`src/rtl/led_arb_pkg.sv`:
```
// Shared types and helpers for the LED pattern arbiter.
// LED_ARB_GAP_EN adds the GAP state to the state encoding.
package led_arb_pkg;

  localparam int NUM_REQ_MIN      = 2;
  localparam int NUM_REQ_MAX      = 8;
  localparam int PHASE_CYCLES_MIN = 2;
  localparam int HOLD_PHASES_MIN  = 1;

  typedef enum logic [1:0] {
    PAT_OFF   = 2'b00,
    PAT_SOLID = 2'b01,
    PAT_BLINK = 2'b10,
    PAT_ALT   = 2'b11
  } pat_e;

`ifdef LED_ARB_GAP_EN
  typedef enum logic [1:0] {ST_IDLE, ST_SHOW, ST_GAP} state_e;
`else
  typedef enum logic {ST_IDLE, ST_SHOW} state_e;
`endif

  // Returns {LED1, LED0} for a pattern code at the given blink phase.
  function automatic logic [1:0] led_drive(pat_e p, logic ps);
    case (p)
      PAT_OFF:   return 2'b00;
      PAT_SOLID: return 2'b11;
      PAT_BLINK: return {ps, ps};
      PAT_ALT:   return {~ps, ps};
      default:   return 2'b00;
    endcase
  endfunction

endpackage

```
`src/rtl/led_phase_timer.sv`:
```
// Blink phase timer: counts PHASE_CYCLES sysclk cycles per phase and
// toggles phase_state at each wrap. Clear restarts phase 0 at a grant.
module led_phase_timer
  import led_arb_pkg::*;
#(
  parameter int PHASE_CYCLES = 6000000
) (
  input  logic sysclk,
  input  logic reset,
  input  logic clear,
  output logic phase_tick,
  output logic phase_state
);

  localparam int CW = $clog2(PHASE_CYCLES);

  logic [CW-1:0] cnt;

  assign phase_tick = (cnt == CW'(PHASE_CYCLES - 1));

  always_ff @(posedge sysclk) begin
    if (reset || clear) begin
      cnt         <= '0;
      phase_state <= 1'b0;
    end else if (phase_tick) begin
      cnt         <= '0;
      phase_state <= ~phase_state;
    end else begin
      cnt <= cnt + 1'b1;
    end
  end

endmodule

```
`src/rtl/led_pattern_arbiter.sv`:
```
// Round-robin arbiter sharing the two status LEDs between NUM_REQ requesters.
// Define LED_ARB_GAP_EN to insert a one-phase dark GAP after every grant.
module led_pattern_arbiter
  import led_arb_pkg::*;
#(
  parameter int NUM_REQ      = 4,
  parameter int PHASE_CYCLES = 6000000,
  parameter int HOLD_PHASES  = 4
) (
  input  logic                    sysclk,
  input  logic                    reset,
  input  logic [NUM_REQ-1:0]      req,
  input  logic [NUM_REQ-1:0][1:0] pattern,
  output logic [NUM_REQ-1:0]      grant,
  output logic                    busy,
  output logic                    TEACHEE_LED0,
  output logic                    TEACHEE_LED1
);

  localparam int PW = $clog2(NUM_REQ);
  localparam int HW = $clog2(HOLD_PHASES + 1);

  if (NUM_REQ < NUM_REQ_MIN || NUM_REQ > NUM_REQ_MAX ||
      PHASE_CYCLES < PHASE_CYCLES_MIN || HOLD_PHASES < HOLD_PHASES_MIN) begin : g_bad_param
    $error("led_pattern_arbiter: parameter out of legal range");
  end

  state_e        state;
  logic [PW-1:0] rr_ptr, gnt_idx, pick;
  logic          pick_vld;
  logic [PW:0]   cand;
  logic [HW-1:0] hold_cnt;
  pat_e          pat_q;
  logic [1:0]    leds;
  logic          tick, phase_state, clear, last_phase;
  logic [PW-1:0] ptr_next;

  // First set request at or after rr_ptr, wrapping by explicit compare.
  always_comb begin
    pick     = '0;
    pick_vld = 1'b0;
    cand     = '0;
    for (int i = 0; i < NUM_REQ; i++) begin
      cand = {1'b0, rr_ptr} + (PW+1)'(i);
      if (cand >= (PW+1)'(NUM_REQ)) cand = cand - (PW+1)'(NUM_REQ);
      if (!pick_vld && req[cand[PW-1:0]]) begin
        pick_vld = 1'b1;
        pick     = cand[PW-1:0];
      end
    end
  end

  assign clear      = (state == ST_IDLE) && pick_vld;
  assign last_phase = (hold_cnt == HW'(HOLD_PHASES - 1)) || !req[gnt_idx];
  assign ptr_next   = (gnt_idx == PW'(NUM_REQ - 1)) ? '0 : gnt_idx + 1'b1;

  led_phase_timer #(.PHASE_CYCLES(PHASE_CYCLES)) u_timer (
    .sysclk      (sysclk),
    .reset       (reset),
    .clear       (clear),
    .phase_tick  (tick),
    .phase_state (phase_state)
  );

  always_ff @(posedge sysclk) begin
    if (reset) begin
      state    <= ST_IDLE;
      rr_ptr   <= '0;
      gnt_idx  <= '0;
      grant    <= '0;
      busy     <= 1'b0;
      hold_cnt <= '0;
      pat_q    <= PAT_OFF;
      leds     <= 2'b00;
    end else begin
      case (state)
        ST_IDLE: begin
          if (pick_vld) begin
            state    <= ST_SHOW;
            busy     <= 1'b1;
            grant    <= NUM_REQ'(1) << pick;
            gnt_idx  <= pick;
            pat_q    <= pat_e'(pattern[pick]);
            hold_cnt <= '0;
            leds     <= led_drive(pat_e'(pattern[pick]), 1'b0);
          end
        end
        ST_SHOW: begin
          if (tick) begin
            if (last_phase) begin
              grant    <= '0;
              leds     <= 2'b00;
              hold_cnt <= '0;
              rr_ptr   <= ptr_next;
`ifdef LED_ARB_GAP_EN
              state    <= ST_GAP;
`else
              state    <= ST_IDLE;
              busy     <= 1'b0;
`endif
            end else begin
              hold_cnt <= hold_cnt + 1'b1;
              // LEDs lead the timer by one cycle so they match the new phase.
              leds     <= led_drive(pat_q, ~phase_state);
            end
          end
        end
`ifdef LED_ARB_GAP_EN
        ST_GAP: begin
          if (tick) begin
            state <= ST_IDLE;
            busy  <= 1'b0;
          end
        end
`endif
        default: state <= ST_IDLE;
      endcase
    end
  end

  assign TEACHEE_LED0 = leds[0];
  assign TEACHEE_LED1 = leds[1];

endmodule

```
`config.mk`:
```
export PLATFORM = sky130hd
export DESIGN_NAME = led_pattern_arbiter
export DESIGN_NICKNAME = d
export VERILOG_FILES = /design/src/rtl/led_arb_pkg.sv /design/src/rtl/led_phase_timer.sv /design/src/rtl/led_pattern_arbiter.sv
export SDC_FILE = /design/constraint.sdc
export NUM_CORES = 1
export LEC_CHECK = 0
export CORE_MARGIN = 1
export CORE_UTILIZATION = 50
export CTS_BUF_LIST = sky130_fd_sc_hd__clkbuf_16
export DETAILED_ROUTE_END_ITERATION = 6
export GPL_TIMING_DRIVEN = 0
export PLACE_DENSITY = 0.74
export SLEW_MARGIN = 0
export SYNTH_ARGS = -nofsm -noshare
export SYNTH_HDL_FRONTEND = slang
export SYNTH_SLANG_ARGS = --single-unit
export TNS_END_PERCENT = 1
```
`constraint.sdc`:
```
create_clock -name sysclk -period 2.4 [get_ports sysclk]
set_clock_uncertainty 0.1 [all_clocks]
set_input_delay 0.24 -clock sysclk [delete_from_list [all_inputs] [get_ports sysclk]]
set_output_delay 0.24 -clock sysclk [all_outputs]
set_load 0.01 [all_outputs]
```
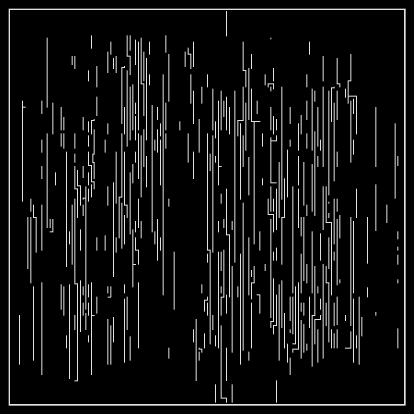
Fig. 1. M2 wires (run 1).
Drawn at 6 px/um.
share of all routed wire	49%
nets with wire on the layer	231
wire length on this layer	1990 um
longest straight run	36.7 um
main direction	vertical
GRT met2 Usage: 34.4%
Post-Route WL: 4060 um

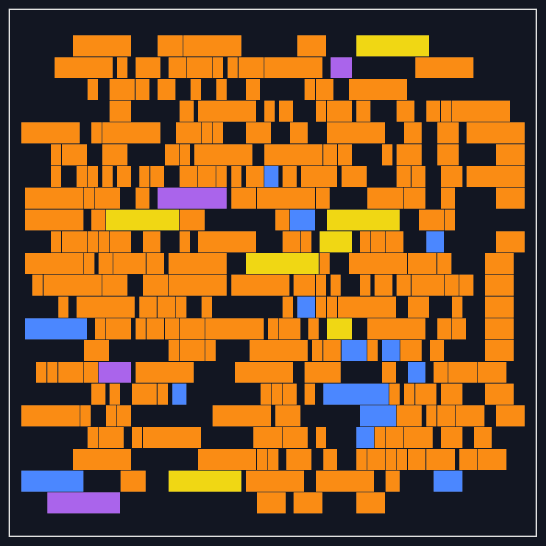
Fig. 2. Sizing map (run 1).
Drawn at 8 px/um.
color	size	cells
purple	drive 3 to 4	4
blue	drive 2	14
orange	drive 1 or less	244
yellow	drive 6 and up	7

==> results.ini, run 1 <==
[synthesis]
synth-edff-count = 0
yosys.area.top_type_share_pct = 40.5
ys_seq_share_pct = 40.5
ys_cells = 241
syn-cell-area_um2 = 2030
mux_share_pct = 1.60
ff_type = dfxtp_1
yosysWarningCount = 0
syn-num-nets = 259
xor_area_share_pct = 9.93
netlist_top_cells_count = 45 x nor2_1, 41 x dfxtp_1, 20 x nand3_1
synthArstFlopShare_pct = 0
synthAdderAreaFrac_pct = 2.47
synth_flop_count = 41
ys_area_um2 = 2030
avgSynthCellArea_um2 = 8.42
synth.most_common_cell = nor2_1
ys_sh_simple_pct = 30.9
top_logic_kind = simple AND/OR/NAND/NOR gates
topCellsByArea = dfxtp_1 40%, nor2_1 8.3%, xor2_1 5.6%
ys_types = 48

[global_routing]
antenna_found_initial = 0
grt_pass1_vias = 1537
grt_overflow = 0
track_usage_pct = 20.2
grt_pass1_wl_um = 6580
grt_max_degree = 15

[worst_setup_path]
crit_type = flop to flop
crit_slowest_cell = dfxtp_2
worstSetupStartpoint = u_timer.cnt[0]
reg2reg_slack_ps = 70
critPathCapture = rr_ptr[0]
cpPeakStageDelay_ps = 370
r2r-start = u_timer.cnt[0]
crit_buf_inv = 2
start_kind = flop
reg2reg_depth = 9
endpoint_kind = flop
crit_fanout = 8
crit_required_ps = 2520
path_depth = 9
worstPathCellList = ha_4 > and4_4 > nand4b_1 > or3_1 > buf_2 > or2_1 > buf_6 > or3_1 > a21oi_2
rr_endpoint = rr_ptr[0]
critical_path_arrival_ps = 2450
crit_top_cell = or3_1

[cells_and_area]
sh_comb_area_pct = 47.3
finalNonFillerCells = 317
num-nonclk-inverters = 5
final_nets = 286
reg_top3 = u_timer.cnt: 23 flops, grant: 4 flops, hold_cnt: 3 flops
antenna_cells = 0
bufAreaShareNonClock_pct = 10.0
regMostFlops = u_timer.cnt
comb_area_um2 = 1160
largest_reg_flops = 23
num-nonclk-buffers = 30
clockBufferCount = 5
largestClassByArea = combinational gates
lay_top_cells = 44 x nor2_1, 39 x dfxtp_1, 20 x nand3_1, 20 x clkdlybuf4s50_1, 16 x nand2_1
clk_share_pct = 5.95
fill_cells = 325
flop-count = 41
comb_cells = 185
area_growth_pct = 21.2
lay_top_count = nor2_1

[route]
routedWlPerCell_um = 12.8
wl_met1_um = 1850
drt_iter0_drc = 73
wl_met3_um = 154
vias_per_cell = 5.44
wl_met2_um = 1990
drc = 0
vias = 1726
ant_nets = 0
drtPass1Iterations = 4
highest_layer = met4

[cts]
clock_latency_ps = 280
hold_buffers = 0
clock-root-buffer = clkbuf_16
cts_htree_levels = 2
numCtsBuffers = 5
cts_max_path_buffers = 2
cts_tree = done
post_cts_buffers = 0
ctsResizeCount = 2
path_clk_slew_ps = 60
cts_sinks = 41

[die]
pin_count = 21
taps = 48
die-area_um2 = 4320
num_rows = 22
die_w_um = 65.7
initial_core_util_pct = 53.8
fp.dieH_um = 65.7

[worst_hold_path]
hp-start = hold_cnt[2]
min_path_cells = 2

[final_timing]
hold_viol = 0
fin_crit_sh_pct = 97.1
fmax_ghz = 0.429
setup_viol = 0
worst_slew_pin_slew_ps = 645
finalMaxSlewViolations = 0
slew_headroom_pct = 56.6
fin_setup_tns_ps = 0
post-route-min-period_ps = 2330

[run]
maxCapViolations = 0
warnings = 26

[pwr]
leakage_nw = 0.841
p_seq_share_pct = 47.1
switching_power_uw = 352
combPwrFrac_pct = 9.3
power_density_nw_per_um2 = 610
switching_share_pct = 23.5
p_clk_share_pct = 43.7
irDropWorstVdd_uv = 520

[place]
portBuffers = 20
place_inst = 309
dpl.hpwl_um = 2960

[status]
status = completed

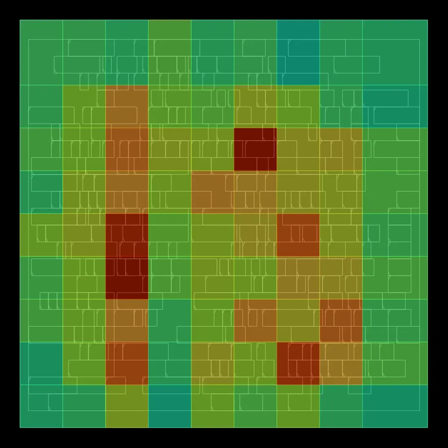
Fig. 3. Congestion heat map (run 1).
met3 usage: 5.03%
met1 Track Usage GR: 23.3%
busiest grt layer: met2

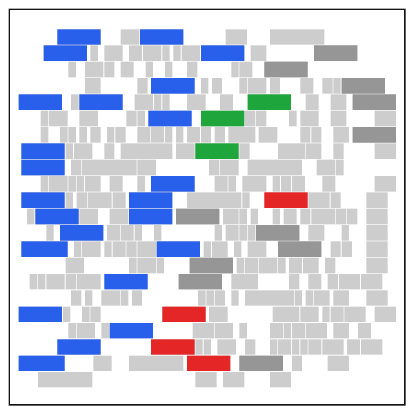
Fig. 4. Sequential cells colored by netlist name (run 1).
Drawn at 6 px/um.
color	name in the netlist	sequential cells
red	`grant`	4
green	`hold_cnt`	3
blue	`u_timer.cnt`	23
not colored	11
sequential cell area: 823 um^2
seq pwr: 706 uW
final core utilization: 65.2%
Seq/total area: 33.5%

run 1: power groups by stage:
stage | sequential [mW] | clock [mW] | combinational, mW
floorplan | 0.721 | 0 | 0.0748
global placement | 0.719 | 0 | 0.135
detailed placement | 0.720 | 0 | 0.137
CTS | 0.705 | 0.673 | 0.138
global route | 0.707 | 0.704 | 0.153
finish | 0.706 | 0.655 | 0.139
run 1: per-stage QoR:
step / instance area (um^2) / hold WS, ps / setup WS [ps] / total power, mW
final: 2460 / 368 / 70.1 / 1.50
after global routing: 2460 / 387 / -14.0 / 1.56
after CTS: 2440 / 335 / 11.2 / 1.52
after detailed placement: 2290 / 359 / -205 / 0.857
after global placement: 2290 / 348 / -198 / 0.855
after floorplan: 2030 / 330 / 121 / 0.796
Fig. 5: run 1, close-up of the layout
Window x 20 to 45, y 20 to 45 um. Cells in gray, sequential cells in the stronger gray; small squares are vias.
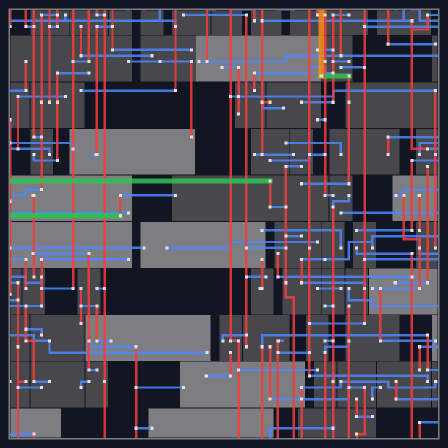

==> inputs of run 2 (changes only) <==
CAP_MARGIN = 0   (was unset)
PLACE_DENSITY = unset   (was 0.74)
PLACE_DENSITY_LB_ADDON = 0.2   (was unset)
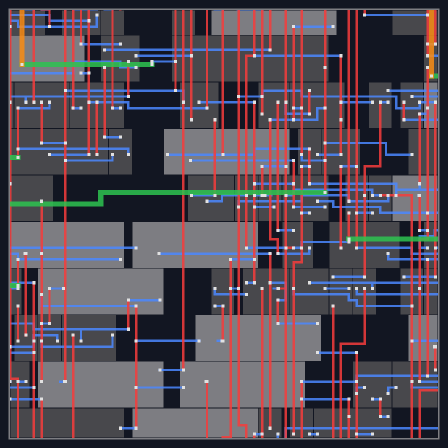
Fig. 6. Close-up of the layout (run 2).
Window x 20 to 45, y 20 to 45 um. Cells in gray, sequential cells in the stronger gray; small squares are vias.
color	layer
green	met3
orange	met4
red	met2
blue	met1
netlist names of flops here include	`u_timer.cnt` (4), `gnt_idx` (2), `grant` (2)
sequential cells in the window	10
cells with their middle in the window	53
most frequent	nor2_1 (12), dfxtp_1 (10)

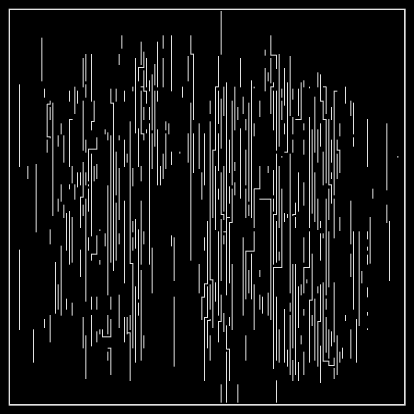
Fig. 7. M2 wires (run 2).
Drawn at 6 px/um.
main direction	vertical
wire length on this layer	2110 um
longest straight run	35.4 um
share of all routed wire	51%

==> results.ini, run 2 <==
[worst_setup_path]
crit_buf_inv = 2  ; unchanged
worstSetupStartpoint = u_timer.cnt[0]
cp_top_family = simple AND/OR/NAND/NOR gates
critical_path_arrival_ps = 2450  ; about the same
start_kind = flop
cpPeakStageDelay_ps = 370  ; about the same
reg2reg_slack_ps = 60  ; about the same
crit_type = flop to flop
crit_fanout = 8  ; unchanged
reg2reg_depth = 9  ; unchanged
worstPathCellList = ha_4 > and4_4 > nand4b_1 > or3_1 > buf_4 > or2_1 > buf_6 > or3_1 > a21oi_2
r2r-start = u_timer.cnt[0]
rr_endpoint = rr_ptr[0]
crit_required_ps = 2510  ; about the same
critPathCapture = rr_ptr[0]
crit_slowest_cell = dfxtp_4
crit_top_cell = or3_1
path_depth = 9  ; unchanged
endpoint_kind = flop

[place]
place_ws_ps = -257  ; -52.1 ps
routabilityCongestion = 0.788
place_inst = 309  ; unchanged
dpl_cell_area_um2 = 2290  ; unchanged
dpl.hpwl_um = 2970  ; +0.58%
portBuffers = 20  ; unchanged

[cts]
clock_latency_ps = 280  ; about the same
cts_htree_levels = 2  ; unchanged
cts_max_path_buffers = 2  ; unchanged
post_cts_buffers = 0  ; unchanged
clock-root-buffer = clkbuf_16
cts_sinks = 41  ; unchanged
numCtsBuffers = 5  ; unchanged
ctsResizeCount = 2  ; unchanged
hold_buffers = 0  ; unchanged
path_clk_slew_ps = 60  ; about the same
cts_tree = done

[route]
ant_nets = 0  ; unchanged
wl_met2_um = 2110  ; +6.2%
vias_per_cell = 5.50  ; +0.98%
vias = 1743  ; +0.98%
routedWlPerCell_um = 13.2  ; +2.7%
drt_iter0_drc = 89  ; +22%
highest_layer = met4
drc = 0  ; unchanged
drtPass1Iterations = 4  ; unchanged
wl_um = 4180  ; +2.7%
wl_met3_um = 185  ; +20%
wl_met1_um = 1850  ; -0.43%

[cells_and_area]
fill_cells = 327  ; +0.62%
final_nets = 286  ; unchanged
antenna_cells = 0  ; unchanged
comb_area_um2 = 1160  ; unchanged
drive_gt1_share_pct = 9.29
design_area_um2 = 2490  ; +1.1%
sh_comb_area_pct = 46.8  ; -0.52 points
regArea_um2 = 827  ; +0.46%
lay_top_count = nor2_1
reg_top3 = u_timer.cnt: 23 flops, grant: 4 flops, hold_cnt: 3 flops
num-nonclk-buffers = 30  ; unchanged
sh_seq_area_pct = 33.3  ; -0.22 points
regMostFlops = u_timer.cnt
clockBufferCount = 5  ; unchanged
finalNonFillerCells = 317  ; unchanged
largestClassByArea = combinational gates
bufAreaShareNonClock_pct = 10.0  ; -0.010 points
comb_cells = 185  ; unchanged
largest_reg_flops = 23  ; unchanged
flop-count = 41  ; unchanged
utilization_pct = 65.9  ; +0.73 points
num-nonclk-inverters = 5  ; unchanged
lay_top_cells = 44 x nor2_1, 38 x dfxtp_1, 20 x nand3_1, 20 x clkdlybuf4s50_1, 16 x nand2_1
area_growth_pct = 22.6
clk_share_pct = 6.74  ; +0.79 points

[synthesis]
synth_top_cell_by_area = dfxtp_1
synthArstFlopShare_pct = 0  ; unchanged
ff_type = dfxtp_1
ys_area_um2 = 2030  ; unchanged
yosysWarningCount = 0  ; unchanged
netlist_top_cells_count = 45 x nor2_1, 41 x dfxtp_1, 20 x nand3_1
yosys.area.top_type_share_pct = 40.5  ; unchanged
synth_cells = 241
ys_cells = 241  ; unchanged
synth.most_common_cell = nor2_1
ys_types = 48  ; unchanged
synth_flop_count = 41  ; unchanged
topCellsByArea = dfxtp_1 40%, nor2_1 8.3%, xor2_1 5.6%
synth-edff-count = 0  ; unchanged
ys_seq_share_pct = 40.5  ; unchanged
syn-cell-area_um2 = 2030  ; unchanged
syn-num-nets = 259  ; unchanged
avgSynthCellArea_um2 = 8.42  ; unchanged

[die]
fp.dieH_um = 65.7  ; unchanged
taps = 48  ; unchanged
pin_count = 21  ; unchanged
num_rows = 22  ; unchanged
die_w_um = 65.7  ; unchanged
initial_core_util_pct = 53.8  ; unchanged
die-area_um2 = 4320  ; unchanged
fp.coreArea_um2 = 3770

[worst_hold_path]
min_to = u_timer.cnt[0]
hp-start = u_timer.cnt[0]
min_path_cells = 1  ; -1
hp-class = flop to flop

[pwr]
power_density_nw_per_um2 = 638  ; +4.6%
fin_total_pwr_mw = 1.59  ; +5.7%
leakage_nw = 0.859  ; +2.1%
irDropWorstVdd_uv = 437  ; -16%

[global_routing]
grt_pass1_wl_um = 7020  ; +6.6%
grt_pass1_vias = 1643  ; +6.9%
gr-usage-met3_pct = 5.03  ; unchanged
grt_use_met2_pct = 38.4  ; +4.0 points
antenna_found_initial = 0  ; unchanged
use_met1_pct = 24.0  ; +0.75 points
grt_max_degree = 14  ; -1
grt_overflow = 0  ; unchanged
track_usage_pct = 21.2  ; +1.0 points
grt_busiest_layer = met2

[final_timing]
setup_slack_ps = 62.5  ; -7.63 ps
fin_setup_tns_ps = 0  ; unchanged
fmax_ghz = 0.428  ; -0.33%
finalMaxSlewViolations = 0  ; unchanged
holdWs_ps = 350  ; -17.8 ps
slew_headroom_pct = 56.1  ; -0.48 points
rsz0062_at_grt = true
setup_viol = 0  ; unchanged
post-route-min-period_ps = 2340  ; +7.63 ps
hold_viol = 0  ; unchanged
worst_slew_pin_slew_ps = 652  ; +7.15 ps
fin_crit_sh_pct = 97.4  ; +0.32 points

[run]
maxCapViolations = 0  ; unchanged
warnings = 27  ; +3.8%

[status]
status = completed

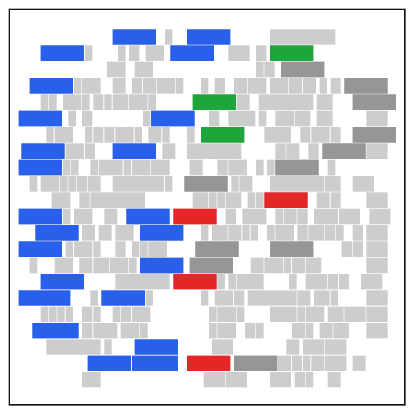
Fig. 8. Sequential cells colored by netlist name (run 2).
Drawn at 6 px/um.
color	name in the netlist	sequential cells
green	`hold_cnt`	3
blue	`u_timer.cnt`	23
red	`grant`	4

## run 2: cell counts after synthesis
Identical to the previous run, type by type.
## run 2: logic make-up (layout without fill, tap and decap cells)
| family | Yosys count | after routing | share of synthesized area (%) |
|---|---|---|---|
| buffers and inverters | 15 | 43 | 3.21 |
| multiplexers | 2 | 2 | 1.60 |
| AND/OR/NAND/NOR | 123 | 123 | 30.9 |
| flip-flops | 41 | 41 | 40.5 |
| XOR/XNOR | 23 | 23 | 9.93 |
| AND-OR/OR-AND | 33 | 33 | 11.4 |
| adder cells (fa/ha/maj) | 4 | 4 | 2.47 |
## run 2: power breakdown
part | switching, mW | internal, mW
Combinational | 0.0719 | 0.0662
Clock | 0.255 | 0.488
Sequential | 0.0105 | 0.695
Power and IR drop assume default switching activity.
